Fig. 1: PDN straps and rails
Scale: 3 px per um. Pins as bars on the die edge.
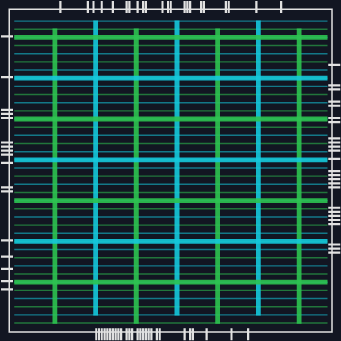
Fig. 2: placement by cell class
Scale: 2 px per um. Fill, decap, tap and diode cells in gray.
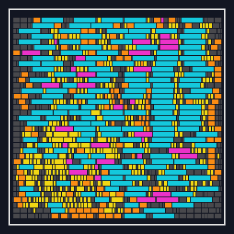
Fig. 3: clock wires, drivers and flops
Scale: 6 px per um.
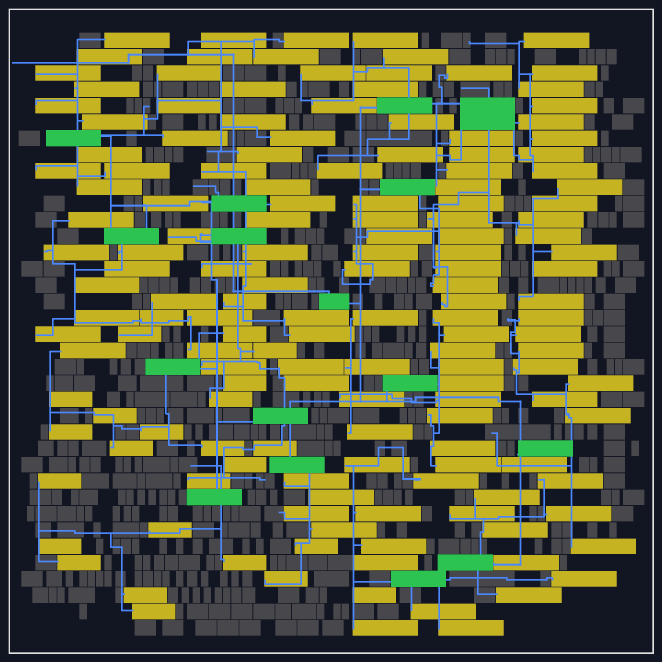
[config.mk]
export PLATFORM = sky130hd
export DESIGN_NAME = memout_stream_reader
export DESIGN_NICKNAME = d
export VERILOG_FILES = /design/src/rtl/memout_stream_reader.sv
export SDC_FILE = /design/constraint.sdc
export NUM_CORES = 1
export LEC_CHECK = 0
export ABC_AREA = 1
export CORE_UTILIZATION = 59
export DETAILED_ROUTE_END_ITERATION = 8
export GPL_TIMING_DRIVEN = 0
export PLACE_DENSITY = 0.85
export SKIP_LAST_GASP = 1
export SLEW_MARGIN = 5
export SYNTH_ARGS = -nofsm -noshare
export SYNTH_HDL_FRONTEND = slang
export SYNTH_SLANG_ARGS = --single-unit
[constraint.sdc]
create_clock -name clk -period 3.8 [get_ports clk]
set_input_delay 0.76 -clock clk [delete_from_list [all_inputs] [get_ports clk]]
set_output_delay 0.76 -clock clk [all_outputs]
set_load 0.02 [all_outputs]
[src/rtl/memout_stream_reader.sv]
// Streams the page written during the previous BX out of the paged BRAM, tagged with that BX.
// First entry appears LATENCY+2 cycles after a BX change; a credit-guarded FIFO absorbs out_ready stalls losslessly.
module memout_stream_reader #(
  parameter int RAM_WIDTH  = 32,
  parameter int RAM_DEPTH  = 16,
  parameter int PAGES      = 2,
  parameter int NENT_W     = 5,
  parameter int LATENCY    = 2,
  parameter int FIFO_DEPTH = 4
) (
  input  logic                         clk,
  input  logic                         reset,
  input  logic                         en_proc,
  input  logic [1:0]                   bx_in,
  input  logic [PAGES*NENT_W-1:0]      nent_all,
  output logic                         rd_en,
  output logic [$clog2(PAGES)-1:0]     rd_page,
  output logic [$clog2(RAM_DEPTH)-1:0] rd_addr,
  input  logic [RAM_WIDTH-1:0]         rd_data,
  output logic [RAM_WIDTH-1:0]         out_data,
  output logic                         out_valid,
  input  logic                         out_ready,
  output logic [1:0]                   out_bx,
  output logic                         done,
  output logic                         trunc
);

  localparam int PGW  = $clog2(PAGES);
  localparam int AW   = $clog2(RAM_DEPTH);
  localparam int CNTW = $clog2(RAM_DEPTH + 1);
  localparam int FPW  = $clog2(FIFO_DEPTH);
  localparam int FCW  = $clog2(FIFO_DEPTH + 1);
  localparam int IFW  = $clog2(LATENCY + 1);
  localparam int USEW = $clog2(FIFO_DEPTH + LATENCY + 1);

  typedef enum logic [1:0] {S_IDLE, S_READ, S_DRAIN} state_t;

  state_t               r_state;
  state_t               w_state_nxt;
  logic [1:0]           r_bx_d;
  logic [1:0]           r_out_bx;
  logic [PGW-1:0]       r_page;
  logic [PGW-1:0]       w_page_nxt;
  logic [NENT_W-1:0]    w_nent;
  logic [CNTW-1:0]      w_cnt_nxt;
  logic [CNTW-1:0]      r_cnt;
  logic [CNTW-1:0]      r_issue;
  logic [LATENCY-1:0]   r_pipe;
  logic [IFW-1:0]       w_inflight;
  logic                 w_new_bx;
  logic                 w_credit_ok;
  logic                 w_push;
  logic                 w_pop;
  logic [RAM_WIDTH-1:0] r_fifo [FIFO_DEPTH];
  logic [FPW-1:0]       r_wptr;
  logic [FPW-1:0]       r_rptr;
  logic [FCW-1:0]       r_count;

  function automatic logic [FPW-1:0] f_inc(input logic [FPW-1:0] p);
    return (p == FPW'(FIFO_DEPTH - 1)) ? '0 : p + 1'b1;
  endfunction

  assign w_new_bx   = en_proc && (bx_in != r_bx_d);
  assign w_page_nxt = PGW'(32'(r_bx_d) % PAGES);
  assign w_nent     = nent_all[int'(w_page_nxt) * NENT_W +: NENT_W];
  assign w_cnt_nxt  = (int'(w_nent) > RAM_DEPTH) ? CNTW'(RAM_DEPTH) : CNTW'(w_nent);

  always_comb begin
    w_inflight = '0;
    for (int i = 0; i < LATENCY; i++) begin
      w_inflight = w_inflight + IFW'(r_pipe[i]);
    end
  end

  // Reads still in the latency pipe already own a FIFO slot.
  assign w_credit_ok = (USEW'(r_count) + USEW'(w_inflight)) < USEW'(FIFO_DEPTH);
  assign w_push      = r_pipe[LATENCY-1];
  assign w_pop       = out_valid && out_ready;

  always_ff @(posedge clk) begin
    if (reset) begin
      r_state <= S_IDLE;
    end else begin
      r_state <= w_state_nxt;
    end
  end

  always_comb begin
    w_state_nxt = r_state;
    if (w_new_bx) begin
      w_state_nxt = S_READ;
    end else begin
      case (r_state)
        S_READ:  if (r_issue == r_cnt) w_state_nxt = S_DRAIN;
        S_DRAIN: if (w_inflight == '0 && r_count == '0) w_state_nxt = S_IDLE;
        default: ;
      endcase
    end
  end

  always_comb begin
    rd_en = 1'b0;
    done  = 1'b0;
    case (r_state)
      S_READ:  rd_en = (r_issue < r_cnt) && w_credit_ok;
      S_DRAIN: done  = !w_new_bx && w_inflight == '0 && r_count == '0;
      default: ;
    endcase
    trunc = w_new_bx && (r_state != S_IDLE);
  end

  // A new BX also discards any reads of the aborted page still in the pipe.
  always_ff @(posedge clk) begin
    if (reset) begin
      r_bx_d   <= '0;
      r_out_bx <= '0;
      r_page   <= '0;
      r_cnt    <= '0;
      r_issue  <= '0;
      r_pipe   <= '0;
    end else begin
      r_bx_d <= bx_in;
      if (w_new_bx) begin
        r_page   <= w_page_nxt;
        r_out_bx <= r_bx_d;
        r_cnt    <= w_cnt_nxt;
        r_issue  <= '0;
        r_pipe   <= '0;
      end else begin
        if (rd_en) r_issue <= r_issue + 1'b1;
        r_pipe <= (r_pipe << 1) | LATENCY'(rd_en);
      end
    end
  end

  always_ff @(posedge clk) begin
    if (reset || w_new_bx) begin
      r_wptr  <= '0;
      r_rptr  <= '0;
      r_count <= '0;
    end else begin
      if (w_push) r_wptr <= f_inc(r_wptr);
      if (w_pop)  r_rptr <= f_inc(r_rptr);
      case ({w_push, w_pop})
        2'b10:   r_count <= r_count + 1'b1;
        2'b01:   r_count <= r_count - 1'b1;
        default: ;
      endcase
    end
  end

  always_ff @(posedge clk) begin
    if (w_push) r_fifo[r_wptr] <= rd_data;
  end

  assign out_valid = (r_count != '0);
  assign out_data  = out_valid ? r_fifo[r_rptr] : '0;
  assign out_bx    = r_out_bx;
  assign rd_page   = r_page;
  assign rd_addr   = r_issue[AW-1:0];

endmodule

==> flow_metrics.tcl <==
# metrics dict for downstream scripts
set metrics [dict create \
    outcome "finished, final reports clean" \
    tns_ns 0 \
    top_cell_area_share_pct 59.0 \
    path_cells "inv_1, ha_1, nand3_2, nand2_1, nand2_1, nand2_1, nor2_1, clkdlybuf4s50_1" \
    crit_path_end_kind "output port" \
    gr-max-usage-layer "met2" \
    avgSynthCellArea_sq_um 11.0 \
    post_drt_wl_per_cell_um 17.6 \
    highest_layer "met4" \
    routed-wl-met2_mm 7.67 \
    regMostFlops "r_fifo" \
    dr.pass1.iters 5 \
    dpl-instance-area_sq_um 7580 \
    overflow 0 \
    seq_power_w 0.00186 \
    use_met1_pct 32.8 \
    r2r_cells 10 \
    crit_end "rd_en" \
    hp-class "reg -> reg" \
    cts_made_buffers 17 \
    dp_cells 816 \
    gr-usage-met3_pct 5.71 \
    cts_setup_buffers 0 \
    place_congestion 0.795 \
    preCtsSetupSlack_ns 0.693 \
    finalSetupViolCount 0 \
    crit_type "reg -> out" \
    final-comb-area_sq_um 1790 \
    cts.sinks 155 \
    bufAreaShareNonClock_pct 13.1 \
    top_logic_kind "simple AND/OR/NAND/NOR gates" \
    num_antenna_cells 0 \
    grt_pass1_vias 4891 \
    min_path_cells 2 \
    slowest_stage "clkdlybuf4s50_1" \
    yosys_cells 590 \
    ys_area_sq_um 6510 \
    cts.hold.buffers_added 0 \
    power_density_nw_per_um2 459 \
    yosysWarningCount 0 \
    flop-count 155 \
    hold_end "out_bx[1]" \
    lay_top_cells "149 x nor2_1, 128 x edfxtp_1, 90 x clkdlybuf4s50_1, 67 x o21ai_0, 48 x nand2_1" \
    critPathTopFamily "buffers and inverters" \
    antenna_found_initial 0 \
    fmax_mhz 295 \
    fp_util_pct 62.0 \
    final-clk-cell-share_pct 7.28 \
    edf_count 128 \
    power_frac_comb_pct 5.2 \
    areaGrowthSynthToFinish_pct 25.6 \
    synth-adder-area-share_pct 3.19 \
    leakage_nw 2.97 \
    worst_ep_arrival_time_ns 2.63 \
    nNetsFinal 763 \
    cts_tree "yes" \
    sh_comb_area_pct 21.9 \
    power.total_w 0.00375 \
    p_seq_share_pct 49.6 \
    fin_hold_ws_ns 0.452 \
    hold_viol 0 \
    p_int_w 0.00298 \
    drt-initial-drc-count 414 \
    drc 0 \
    cts_root_buffer "clkbuf_8" \
    most_common_cell "nor2_1" \
    slew_violations 0 \
    nMultiInputCombCells 362 \
    die-area_sq_um 11500 \
    setup_ws_ns 0.415 \
    comb-power_w 0.000197 \
    numSynthFlops 155 \
    ys_sh_simple_pct 14.1 \
    ff_type "edfxtp_1" \
    maxSlewHeadroom_pct 45.4 \
    top_cells_by_count "149 x nor2_1, 128 x edfxtp_1, 67 x o21ai_0, 48 x nand2_1, 41 x a21oi_1" \
    tap_cells 136 \
    seq_area_sq_um 4380 \
    syn_nets 654 \
    cap_viol_max_count 0 \
    top_regs "r_fifo x128, r_cnt x5, r_issue x5" \
    top_cells_by_area "edfxtp_1 59%, nor2_1 8.6%, dfxtp_1 8.3%, o21ai_0 5.1%, a21oi_1 3.2%" \
    swShare_pct 20.6 \
    vias 4694 \
    met2_usage_pct 48.7 \
    largest_reg_flops 128 \
    grt_pass1_wl_mm 23.4 \
    stdcell_count 848 \
    synth_cell_types 33 \
    cts_htree_levels 4 \
    worst-path-stages 8 \
    clkTransAtPathRegs_ns 0.06 \
]
Notes on Fig. 1 above:
- VDD: cyan
- VSS: green
- rows: 37
- met4 straps: 7
CORE AREA: 10500 sq um
chip height: 107 um
Die W: 107 um

Notes on Fig. 2 above:
- remaining buffers and delay cells: orange (cells 120; share of their area 13%)
- clock drivers and dummy loads: magenta (cells 32; share of their area 7.4%)
- combinational and other logic: yellow (cells 405; share of their area 24%)
- sequential cells: cyan (cells 155; share of their area 55%)
floorplan row count: 37
fin area: 8180 sq um
flop share of the area: 53.6%
final core occ: 77.8%

Notes on Fig. 3 above:
- clock drivers: green (count 17)
- clock wires: blue (length 1700 um)
- flip-flops: yellow (count 155)
- routed clock nets: 18
- flops lie: all over the die
Power Clock: 0.00170 W
clk latency late pin: 0.53 ns

No activity file was given, so power comes from the tool's default toggle rates.
